===== src/rtl/dmem_lsu_pkg.sv =====
// Shared definitions for the data-memory load/store unit: access sizes,
// controller states and the alignment rule used to reject bad accesses.
package dmem_lsu_pkg;

    typedef enum logic [1:0] {
        SZ_BYTE = 2'b00,
        SZ_HALF = 2'b01,
        SZ_WORD = 2'b10,
        SZ_ILL  = 2'b11
    } size_e;

    typedef enum logic [2:0] {
        ST_IDLE,
        ST_READ,
        ST_MERGE,
        ST_WRITE,
        ST_RESP
    } state_e;

    // Size 11 is never legal; halves need an even address, words a 4-byte aligned one.
    function automatic logic is_bad_access(input logic [1:0] size, input logic [1:0] offset);
        logic bad;
        case (size)
            SZ_BYTE: bad = 1'b0;
            SZ_HALF: bad = offset[0];
            SZ_WORD: bad = (offset != 2'b00);
            default: bad = 1'b1;
        endcase
        return bad;
    endfunction

endpackage


===== src/rtl/dmem_lsu_align.sv =====
// Little-endian lane handling: extracts and extends a load lane from a memory
// word, and splices store data into the target lane of a memory word.
module lsu_align
    import dmem_lsu_pkg::*;
(
    input  logic [31:0] i_mem_word,
    input  logic [31:0] i_wdata,
    input  logic [1:0]  i_size,
    input  logic [1:0]  i_offset,
    input  logic        i_unsigned,
    output logic [31:0] o_load_data,
    output logic [31:0] o_merged
);

    logic [31:0] w_byte_sh;
    logic [31:0] w_half_sh;
    logic [7:0]  w_byte;
    logic [15:0] w_half;
    logic [31:0] w_mask;
    logic [31:0] w_lane_data;

    assign w_byte_sh = i_mem_word >> {i_offset, 3'b000};
    assign w_half_sh = i_mem_word >> {i_offset[1], 4'b0000};
    assign w_byte    = w_byte_sh[7:0];
    assign w_half    = w_half_sh[15:0];

    always_comb begin
        o_load_data = '0;
        case (i_size)
            SZ_BYTE: o_load_data = {{24{w_byte[7] & ~i_unsigned}}, w_byte};
            SZ_HALF: o_load_data = {{16{w_half[15] & ~i_unsigned}}, w_half};
            SZ_WORD: o_load_data = i_mem_word;
            default: o_load_data = '0;
        endcase
    end

    // Store data is replicated across every lane so the mask alone picks the target.
    always_comb begin
        w_mask      = '0;
        w_lane_data = '0;
        case (i_size)
            SZ_BYTE: begin
                w_mask      = 32'h0000_00FF << {i_offset, 3'b000};
                w_lane_data = {4{i_wdata[7:0]}};
            end
            SZ_HALF: begin
                w_mask      = 32'h0000_FFFF << {i_offset[1], 4'b0000};
                w_lane_data = {2{i_wdata[15:0]}};
            end
            SZ_WORD: begin
                w_mask      = 32'hFFFF_FFFF;
                w_lane_data = i_wdata;
            end
            default: begin
                w_mask      = '0;
                w_lane_data = '0;
            end
        endcase
    end

    assign o_merged = (i_mem_word & ~w_mask) | (w_lane_data & w_mask);

endmodule


===== src/rtl/dmem_lsu.sv =====
// Load/store unit between a single requester and a registered-read data memory;
// sub-word stores are done as read-modify-write.
module dmem_lsu
    import dmem_lsu_pkg::*;
#(
    parameter int ADDR_W = 12,
    parameter int DATA_W = 32
) (
    input  logic              clk,
    input  logic              rst,
    input  logic              req_valid,
    output logic              req_ready,
    input  logic              req_we,
    input  logic [1:0]        req_size,
    input  logic              req_unsigned,
    input  logic [ADDR_W+1:0] req_addr,
    input  logic [DATA_W-1:0] req_wdata,
    output logic              rsp_valid,
    output logic [DATA_W-1:0] rsp_rdata,
    output logic              rsp_err,
    output logic [ADDR_W-1:0] mem_addr,
    output logic              mem_we,
    output logic [DATA_W-1:0] mem_din,
    input  logic [DATA_W-1:0] mem_dout
);

    state_e            r_state;
    state_e            w_next;
    logic [ADDR_W-1:0] r_word_addr;
    logic [1:0]        r_offset;
    logic [1:0]        r_size;
    logic              r_we;
    logic              r_unsigned;
    logic              r_err;
    logic [31:0]       r_wdata;
    logic [31:0]       r_rdata;
    logic [31:0]       r_mem_din;
    logic              w_accept;
    logic              w_bad;
    logic [31:0]       w_load_data;
    logic [31:0]       w_merged;

    assign w_accept = req_valid && req_ready;
    assign w_bad    = is_bad_access(req_size, req_addr[1:0]);

    lsu_align u_align (
        .i_mem_word  (mem_dout),
        .i_wdata     (r_wdata),
        .i_size      (r_size),
        .i_offset    (r_offset),
        .i_unsigned  (r_unsigned),
        .o_load_data (w_load_data),
        .o_merged    (w_merged)
    );

    always_comb begin
        w_next = r_state;
        case (r_state)
            ST_IDLE: begin
                if (w_accept) begin
                    if (w_bad)
                        w_next = ST_RESP;
                    else if (req_we && req_size == SZ_WORD)
                        w_next = ST_WRITE;
                    else
                        w_next = ST_READ;
                end
            end
            ST_READ:  w_next = ST_MERGE;
            ST_MERGE: w_next = r_we ? ST_WRITE : ST_RESP;
            ST_WRITE: w_next = ST_RESP;
            ST_RESP:  w_next = ST_IDLE;
            default:  w_next = ST_IDLE;
        endcase
    end

    always_ff @(posedge clk) begin
        if (rst) begin
            r_state     <= ST_IDLE;
            r_word_addr <= '0;
            r_offset    <= '0;
            r_size      <= '0;
            r_we        <= 1'b0;
            r_unsigned  <= 1'b0;
            r_err       <= 1'b0;
            r_wdata     <= '0;
            r_rdata     <= '0;
            r_mem_din   <= '0;
        end else begin
            r_state <= w_next;
            if (w_accept) begin
                r_word_addr <= req_addr[ADDR_W+1:2];
                r_offset    <= req_addr[1:0];
                r_size      <= req_size;
                r_we        <= req_we;
                r_unsigned  <= req_unsigned;
                r_err       <= w_bad;
                r_wdata     <= req_wdata;
                r_rdata     <= '0;
                // Whole-word stores skip MERGE, so their write data is ready at accept.
                if (req_we && req_size == SZ_WORD && !w_bad)
                    r_mem_din <= req_wdata;
            end
            if (r_state == ST_MERGE) begin
                if (r_we)
                    r_mem_din <= w_merged;
                else
                    r_rdata <= w_load_data;
            end
        end
    end

    assign req_ready = (r_state == ST_IDLE);
    assign rsp_valid = (r_state == ST_RESP);
    assign rsp_err   = (r_state == ST_RESP) && r_err;
    assign rsp_rdata = (r_state == ST_RESP && !r_we && !r_err) ? r_rdata : '0;
    assign mem_addr  = r_word_addr;
    assign mem_we    = (r_state == ST_WRITE);
    assign mem_din   = r_mem_din;

endmodule


===== config.mk =====
export PLATFORM = sky130hd
export DESIGN_NAME = dmem_lsu
export DESIGN_NICKNAME = d
export VERILOG_FILES = /design/src/rtl/dmem_lsu_pkg.sv /design/src/rtl/dmem_lsu_align.sv /design/src/rtl/dmem_lsu.sv
export SDC_FILE = /design/constraint.sdc
export NUM_CORES = 1
export LEC_CHECK = 0
export ABC_AREA = 1
export CAP_MARGIN = 20
export CORE_MARGIN = 3
export CORE_UTILIZATION = 54
export DETAILED_ROUTE_END_ITERATION = 12
export GPL_ROUTABILITY_DRIVEN = 1
export GPL_TIMING_DRIVEN = 0
export PLACE_DENSITY_LB_ADDON = 0.12
export SLEW_MARGIN = 0
export SYNTH_ARGS = -nofsm -noshare
export SYNTH_HDL_FRONTEND = slang
export SYNTH_SLANG_ARGS = --single-unit

===== constraint.sdc =====
create_clock -name clk -period 2.5 [get_ports clk]
set_clock_uncertainty 0.2 [all_clocks]
set_input_delay 0.5 -clock clk [delete_from_list [all_inputs] [get_ports clk]]
set_output_delay 0.5 -clock clk [all_outputs]
set_load 0.02 [all_outputs]

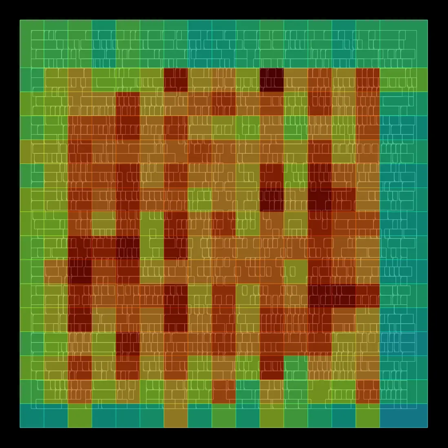
Figure 1: run 1, routing congestion.
post-DR wirelength/cell: 16.27 um
grt met3 use: 0.08123

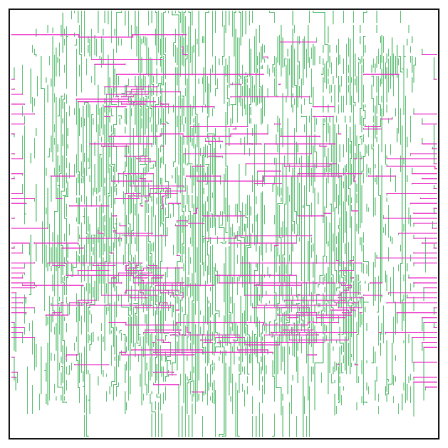
Figure 2: run 1, routed metal, one colour a layer.
Only two layers are drawn.
legend:
  M3:
    colour: magenta
    wire_length: 2170 um
  M2:
    colour: green
    wire_length: 11000 um
via count of the routed design: 7993
WL final: 23.91 mm
global-route usage over all layers: 0.3461

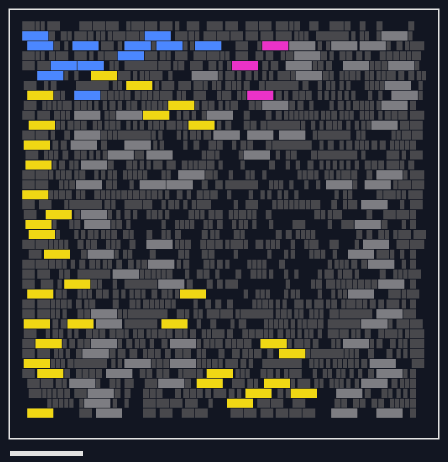
Figure 3: run 1, sequential cells grouped by signal name.
Bar = 20 um.
legend:
  mem_din:
    colour: yellow
    flops: 32
  r_state:
    colour: magenta
    flops: 3
  mem_addr:
    colour: blue
    flops: 12
    where: top left
not coloured: 71
Final Util: 0.7515
area used by sequential logic in the layout: 0.002362 mm2
power in sequential cells: 2.06 mW

==> COMMIT_EDITMSG, run 1 <==
Refresh implementation metrics

* Result of the run: complete, no violations
- The number of global-route vias before repair is 7216.
- Met3 wire length: 2.169 mm
- For this block, wires on met1 add up to 9.887 mm.
- In this run the worst hold path is classified as reg -> reg.
* Final estimated routing congestion in global placement: 1.009
* Clock buffer count from CTS: 17
- Summed over all cells, the static leakage comes to 3.983 nW.
- Number of enable-type register cells in the synthesized netlist: 0
- Nets still carrying antenna violations after routing amount to 0.
- Sorting the synthesized cells by how often they occur yields sky130_fd_sc_hd__nand2_1, sky130_fd_sc_hd__inv_1, sky130_fd_sc_hd__dfxtp_1.
* Most utilized layer in the global route result: met2
- Top logic cells by instance count in the layout: sky130_fd_sc_hd__nand2_1, sky130_fd_sc_hd__inv_1, sky130_fd_sc_hd__clkdlybuf4s50_1
- Sequential area share after synthesis: 0.3535
- Fraction of post-synthesis cell area in the top cell type by area: 0.3535
- Grt met1 use: 0.4477
* Largest net degree at the start of global routing: 17
* Clock transition at the register clock pins on the worst setup and hold paths after CTS: 50 ps
* Placeable Area: 0.01206 mm2
- After synthesis, the share of flip-flops with an asynchronous set or reset is 0.
- Top achievable clock speed: 401.8 MHz
* IO Port Bufs: 163
- After synthesis the cells add up to 0.006683 mm2.
## run 1: logic make-up after synthesis
family / Yosys count / share of synthesized area
flops: 118 / 0.3535
compound gates: 208 / 0.1650
simple gates: 564 / 0.3514
buf+inv: 219 / 0.1301
## run 1: power by group through the flow
stage	clock (mW)	sequential [mW]	combinational [mW]
finish	2.53	2.06	1.46
global route	2.63	2.07	1.60
CTS	2.54	2.06	1.43
detailed placement	0	2.10	1.41
global placement	0	2.09	1.39
floorplan	0	2.13	0.844
## run 1: worst max-delay path: stages, from the launching register on
cell and delay (ps):
sky130_fd_sc_hd__dfxtp_1 360, sky130_fd_sc_hd__nor3_2 260, sky130_fd_sc_hd__nand3_2 180, sky130_fd_sc_hd__buf_4 210
sky130_fd_sc_hd__nor2_1 90, sky130_fd_sc_hd__clkdlybuf4s15_2 260
## run 1: final timing paths
kind,startpoint,endpoint,slack [ps],cells after the start
setup / recovery,r_state[0],rsp_rdata[19],10,5
hold / removal,r_wdata[26],r_wdata[26],250,2
setup reg to reg,r_state[0],mem_din[11],290,7
hold reg to reg,r_wdata[26],r_wdata[26],250,2
## run 1: through the flow
| step | worst slack (ps) | TNS [ps] | total power [mW] | instance area (um2) |
|---|---|---|---|---|
| final | 11.07 | 0 | 6.048 | 9064 |
| after global routing | -89.69 | -685.5 | 6.296 | 9064 |
| after CTS | -51.22 | -202.9 | 6.023 | 9189 |
| after detailed placement | -168.2 | -3753 | 3.504 | 8524 |
| after global placement | -125.2 | -2838 | 3.484 | 8524 |
| after floorplan | 84.30 | 0 | 2.969 | 6683 |
## run 1: cell type report
type	count	share of cell area
plain buffers	72	0.03631
repair buffers	164	0.1709
multi-input cells	772	0.3818
clock buffers	20	0.04928
clock inverters	9	0.01698
flip-flops and latches	118	0.2606
well taps	168	0.02319
inverters	147	0.06088
## Run 2: what changed since run 1
Settings changed: GPL_TIMING_DRIVEN 0 to default.
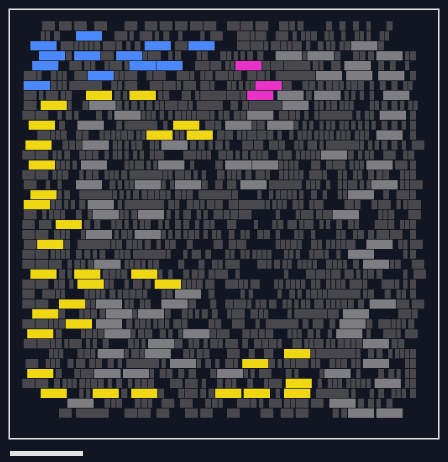
Figure 4: run 2, sequential cells grouped by signal name.
Bar = 20 um.
legend:
  mem_din:
    colour: yellow
    flops: 32
  mem_addr:
    colour: blue
    flops: 12
    where: top left
  r_state:
    colour: magenta
    flops: 3
Final Util: 0.7398
sequential portion of the cell area: 0.2647

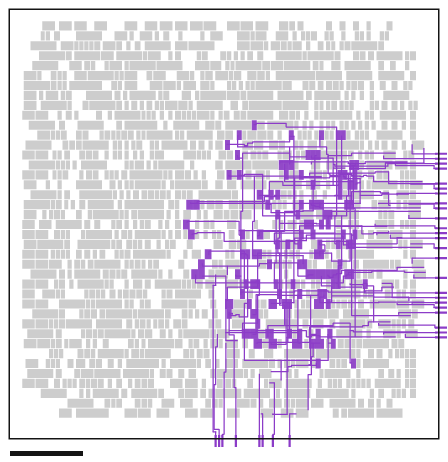
Figure 5: run 2, nets reached from selected ports.
Bar = 20 um.
legend:
  mem_dout:
    colour: purple
    bits: 32
    direction: input
    edge: 24 right, 8 bottom
    end_cells: 113
    wire: 2610 um
IO Port Bufs: 164
IO Count: 165

==> COMMIT_EDITMSG, run 2 <==
Refresh implementation metrics

* Endpoint of the worst setup timing path: mem_we
* Row cnt: 40
* Cell taking the most area after synthesis: sky130_fd_sc_hd__dfxtp_1
- Via count of the routed design: 7608
* Number of cells traversed by the worst register-to-register path: 9
* Result of the run: complete, no violations
- RePlAce ended its routability-driven mode at a weighted congestion of 0.9479.
* Clock buffer count from CTS: 17
- Cell leakage power: 3.909 nW
* Die boundary width: 117.2 um
- Hold EP: mem_din[20]
- Post-CTS timing repair inserted 0 buffers for setup.
- Placeable Area: 0.01206 mm2
* Number of nets with antenna violations after routing: 0
* Clock transition at the register clock pins on the worst setup and hold paths after CTS: 50 ps
- The cell area that synthesis handed to floorplanning was 0.006683 mm2.
- Hold Path Origin: mem_din[20]
- Fraction of synthesized area in multiplexers: 0
* Synthesized-area fraction occupied by xor and xnor cells: 0
* Fraction of post-synthesis cell area in the top cell type by area: 0.3535
- Worst reg2reg endpoint: r_rdata[23]
- Yosys reports that the most numerous cell types are sky130_fd_sc_hd__nand2_1, sky130_fd_sc_hd__inv_1, sky130_fd_sc_hd__dfxtp_1.
- Per the synthesis report, the simple-gate share of the synthesized area is 0.3514.
- In this run, the synthesized area fraction spent on adder and majority cells is recorded as 0.
- In the per-layer summary, the met1 wirelength comes to 9.270 mm.
- Across all hold checks on the routed design, the worst slack comes to 254.0 ps.
* WL final: 20.98 mm
* Post-DR wirelength/cell: 14.68 um
- The launch point of the critical path was reported as r_state[1].
* Total power of the final layout: 5.893 mW
- Top achievable clock speed: 415.9 MHz
- Aggregate negative setup slack: 0 ps
- Wire segments on met3 add up to 1.723 mm in the final route.
- Syn Nets: 1194
* Area fraction in compound gates: 0.1650
- Startpoint of the lowest-slack register-to-register path: r_size[0]
- Number of enable-type register cells in the synthesized netlist: 0
* Asr flop ratio synth: 0
- Vias in the first global route: 6742
- Pins Over Slew Limit: 0
- Comb area leader: simple AND/OR/NAND/NOR gates
* Cell count of the worst hold path: 2
- Per the run report, area growth between synthesis and finish was 33.53%.
* Global-route usage over all layers: 0.3075
* CTS hold repair buffers: 0
* Remaining max-slew budget at the tightest pin: 0.4688
- Top logic cells by instance count in the layout: sky130_fd_sc_hd__nand2_1, sky130_fd_sc_hd__inv_1, sky130_fd_sc_hd__clkdlybuf4s50_1
- Sequential area share after synthesis: 0.3535
## run 2: netlist changes by cell type in the layout (fill, tap and decap cells not counted), moves of 2 or more
cell / change
sky130_fd_sc_hd__clkdlybuf4s15_2: -9
sky130_fd_sc_hd__dlymetal6s2s_1: -2
sky130_fd_sc_hd__buf_12: +4
sky130_fd_sc_hd__clkinvlp_4: +3
sky130_fd_sc_hd__buf_2: -43
sky130_fd_sc_hd__buf_4: +15
sky130_fd_sc_hd__clkbuf_2: +30
sky130_fd_sc_hd__buf_1: -4
sky130_fd_sc_hd__clkbuf_1: -35
## run 2: stage by stage
| stage | setup slack (ps) | cells | instance area [um2] | util |
|---|---|---|---|---|
| floorplan | 84.30 | 1109 | 6683 | - |
| global placement | 198.5 | 1398 | 8493 | 0.7041 |
| detailed placement | 137.7 | 1398 | 8493 | 0.7041 |
| CTS | 8.931 | 1429 | 9046 | 0.7500 |
| global route | 35.68 | 1429 | 8924 | 0.7398 |
| finish | 95.37 | 1429 | 8924 | 0.7398 |
## run 2: report_power, final
group          switching, mW  internal, mW
logic                  0.878         0.516
clock network          0.877          1.56
registers             0.0615          2.00
total                   1.82          4.08
## run 2: area by class of cell
type                    count  area, um2
inverters                 147      551.8
multi-input cells         772       3470
well taps                 168      210.2
clock buffers              19      432.9
fillers                  1046       3138
clock inverters            12      155.1
repair buffers            193       1742
flip-flops and latches    118       2362
## run 2: critical path, cell delays in order, from the launching register on
cell and delay, ps:
sky130_fd_sc_hd__dfxtp_1 360, sky130_fd_sc_hd__buf_4 160, sky130_fd_sc_hd__nand3_1 110, sky130_fd_sc_hd__inv_1 70
sky130_fd_sc_hd__clkdlybuf4s50_1 600
## run 2: layer usage
metal,vias up,GRT usage
li1,3809,-
met1,3407,0.4159
met4,0,0.1078
met5,-,0
met3,37,0.05707
met2,355,0.4925
No activity file was given, so power comes from the tool's default toggle rates.
